### src/rtl/dct_row_mac.sv
// 8-point 1-D DCT row engine: loads 8 samples, then one 9-cycle MAC pass per output k.
// Optional input level shift (in_data - 128) is enabled by defining DCT_LEVEL_SHIFT_EN.
module dct_row_mac (
  input  logic               clk,
  input  logic               rst_n,
  input  logic               in_valid,
  input  logic [7:0]         in_data,
  output logic               in_ready,
  output logic [2:0]         coef_sel,
  output logic [3:0]         coef_addr,
  input  logic signed [10:0] coef_data,
  output logic               out_valid,
  input  logic               out_ready,
  output logic signed [11:0] out_data,
  output logic [2:0]         out_idx
);
  typedef enum logic [1:0] {LOAD, CALC, OUT} state_t;

  state_t              state, state_nxt;
  logic [2:0]          n, k, idx;
  logic [3:0]          cyc;
  logic signed [21:0]  acc, acc_sum;
  logic signed [7:0]   smp [8];
  logic signed [7:0]   smp_in;
  logic signed [18:0]  prod;
  logic signed [22:0]  rnd;
  logic signed [13:0]  q;
  logic signed [11:0]  sat;

`ifdef DCT_LEVEL_SHIFT_EN
  assign smp_in = in_data - 8'd128;
`else
  assign smp_in = in_data;
`endif

  // coef_data arriving in cycle c belongs to address c-1 (registered ROM)
  assign idx     = cyc[2:0] - 3'd1;
  assign prod    = smp[idx] * coef_data;
  assign acc_sum = acc + $signed({{3{prod[18]}}, prod});
  assign rnd     = $signed({acc_sum[21], acc_sum}) + 23'sd256;
  assign q       = rnd[22:9];
  assign sat     = (q > 14'sd2047)  ? 12'sd2047 :
                   (q < -14'sd2048) ? -12'sd2048 : q[11:0];

  assign coef_sel  = k;
  assign coef_addr = (state == CALC && !cyc[3]) ? {1'b0, cyc[2:0]} : 4'd0;
  assign out_idx   = k;

  always_ff @(posedge clk or negedge rst_n)
    if (!rst_n) state <= LOAD;
    else        state <= state_nxt;

  always_comb begin
    state_nxt = state;
    in_ready  = 1'b0;
    out_valid = 1'b0;
    case (state)
      LOAD: begin
        in_ready = 1'b1;
        if (in_valid && n == 3'd7) state_nxt = CALC;
      end
      CALC: if (cyc == 4'd8) state_nxt = OUT;
      OUT: begin
        out_valid = 1'b1;
        if (out_ready) state_nxt = (k == 3'd7) ? LOAD : CALC;
      end
      default: state_nxt = LOAD;
    endcase
  end

  always_ff @(posedge clk or negedge rst_n) begin
    if (!rst_n) begin
      n        <= 3'd0;
      k        <= 3'd0;
      cyc      <= 4'd0;
      acc      <= 22'sd0;
      out_data <= 12'sd0;
      for (int i = 0; i < 8; i++) smp[i] <= 8'sd0;
    end else begin
      case (state)
        LOAD: if (in_valid) begin
          smp[n] <= smp_in;
          n      <= n + 3'd1;
          if (n == 3'd7) begin
            k   <= 3'd0;
            cyc <= 4'd0;
            acc <= 22'sd0;
          end
        end
        CALC: begin
          cyc <= cyc + 4'd1;
          if (cyc != 4'd0) acc <= acc_sum;
          if (cyc == 4'd8) out_data <= sat;
        end
        OUT: if (out_ready) begin
          if (k == 3'd7) begin
            k <= 3'd0;
            n <= 3'd0;
          end else begin
            k <= k + 3'd1;
          end
          cyc <= 4'd0;
          acc <= 22'sd0;
        end
        default: ;
      endcase
    end
  end
endmodule

### config.mk
export PLATFORM = sky130hd
export DESIGN_NAME = dct_row_mac
export DESIGN_NICKNAME = d
export VERILOG_FILES = /design/src/rtl/dct_row_mac.sv
export SDC_FILE = /design/constraint.sdc
export NUM_CORES = 1
export LEC_CHECK = 0
export CORE_MARGIN = 8
export CORE_UTILIZATION = 60
export DETAILED_ROUTE_END_ITERATION = 8
export PLACE_DENSITY = 0.79
export REMOVE_ABC_BUFFERS = 1
export SLEW_MARGIN = 0
export SYNTH_ARGS = -nofsm -noshare
export SYNTH_HDL_FRONTEND = slang
export SYNTH_SLANG_ARGS = --single-unit
### constraint.sdc
create_clock -name clk -period 11.2 [get_ports clk]
set_input_delay 2.24 -clock clk [delete_from_list [all_inputs] [get_ports clk]]
set_output_delay 2.24 -clock clk [all_outputs]
set_load 0.02 [all_outputs]
### Local utilization

(2 px per um) The die is cut into 14 by 14 equal tiles; dark purple is low, yellow is high, 0 to 100% covered.
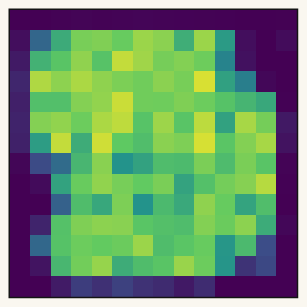
- tiles over 75% full: 38%
- nearly empty tiles: 20%
- emptiest ninth of the die: upper right
- mean over tiles: 51%
- densest ninth of the die: centre
- fullest tile: 94%
core area: 15,900 um2
Final Util: 67.1%
fp util: 61.3%

==> results.py <==
# Metrics from the implementation run
metrics = {
    "route": {
        "via_per_inst": 5.78,
        "vias": 6546,
        "drc": 0,
    },
    "worst_setup_path": {
        "path_buffers": 2,
        "slowest_delay_ns": 0.59,
        "cp.arrival_ns": 8.88,
        "cp_common_cell": "fa_1",
        "start_kind": "input pin",
        "cpMaxStageDelayCell": "or4_4",
    },
    "finish": {
        "nFlopsAndLatches": 110,
        "nets": 1098,
        "layout.cells.most_common": "inv_1",
        "dominant-cell-class": "multi-input combinational cells",
        "final-nonclk-buf-share_pct": 4.97,
        "num_antenna_cells": 0,
        "drive_gt1_share_pct": 15.8,
    },
    "timing": {
        "tns_ns": 0,
        "tightestPinTransition_ns": 1.20,
        "fmax_mhz": 116,
        "period_used_pct": 77.3,
        "skew_ns": 0.00562,
        "fin_hold_ws_ns": 0.497,
        "rsz0062_at_grt": "false",
        "min_period_ns": 8.65,
    },
    "die": {
        "rows": 46,
        "fp.dieH_um": 143,
        "die_w_um": 143,
    },
    "clock_tree": {
        "cts.repair.resized": 0,
        "cts.sinks": 110,
        "cts_buffer_depth": 2,
    },
    "grt": {
        "gr-total-overflow": 0,
    },
    "synthesis": {
        "synth_top_cell_by_count": "inv_1",
        "edf_count": 0,
        "yosys-stat-cells": 879,
        "synth_area_per_cell_um2": 11.1,
    },
    "outcome": {
        "status": "finished, final reports clean",
    },
    "placement": {
        "gp_congestion": 0.881,
    },
}
### Clock wiring as the flow saved it

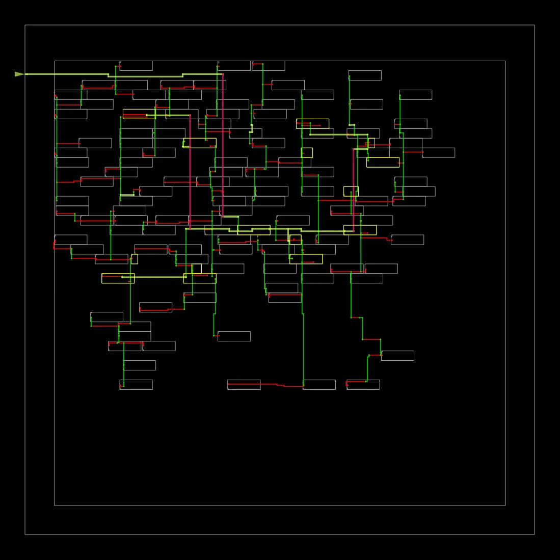
total CTS buffers: 9
clk ins delay skew pair: 0.35 ns
clkbuf count: 9

==> cell families (layout without fill, tap and decap cells) <==
kind of cell	Yosys count	count (layout)	share of synthesized area [%]
other cells	1	1	0.0385
fa+ha+maj	162	162	28.9
xor+xnor	28	28	2.60
flops	110	110	28.3
simple gates	221	221	12.5
mux	91	91	12.3
buf+inv	149	187	6.03
compound gates	117	117	9.43
==> worst paths after layout <==
kind	from	endpoint	depth (start not counted)
max in group asynchronous	rst_n	acc[17]$_DFFE_PN0P_	2
min in group asynchronous	rst_n	coef_sel[2]$_DFFE_PN0P_	1
hold reg to reg	acc[6]$_DFFE_PN0P_	acc[6]$_DFFE_PN0P_	1
hold / removal	acc[6]$_DFFE_PN0P_	acc[6]$_DFFE_PN0P_	1
setup / recovery	coef_data[0]	out_data[9]$_DFFE_PN0P_	20
setup reg to reg	cyc[0]$_DFFE_PN0P_	out_data[9]$_DFFE_PN0P_	25
==> flip-flops by register name, summed over array words and instances (netlist names) <==
| signal | flops |
|---|---|
| coef_sel | 3 |
| acc | 22 |
| out_data | 12 |
| state | 2 |
| cyc | 4 |
| smp | 64 |
| n | 3 |
==> layer usage <==
layer  part of all wire (%)  track usage [%]  wire [um]  up-vias
li1                       -                -          -     3012
met1                     45             30.2       9370     3342
met2                     48             35.8       9870      162
met3                    4.4             2.82        905       30
met4                    2.3             6.64        474        0
met5                      0                0          0        -
==> per-stage QoR <==
stage,area [um2],instances
2_1_floorplan,9590,846
3_3_place_gp,10400,1118
3_5_place_dp,10400,1118
4_1_cts,10700,1133
5_1_grt,10700,1133
6_report,10700,1133
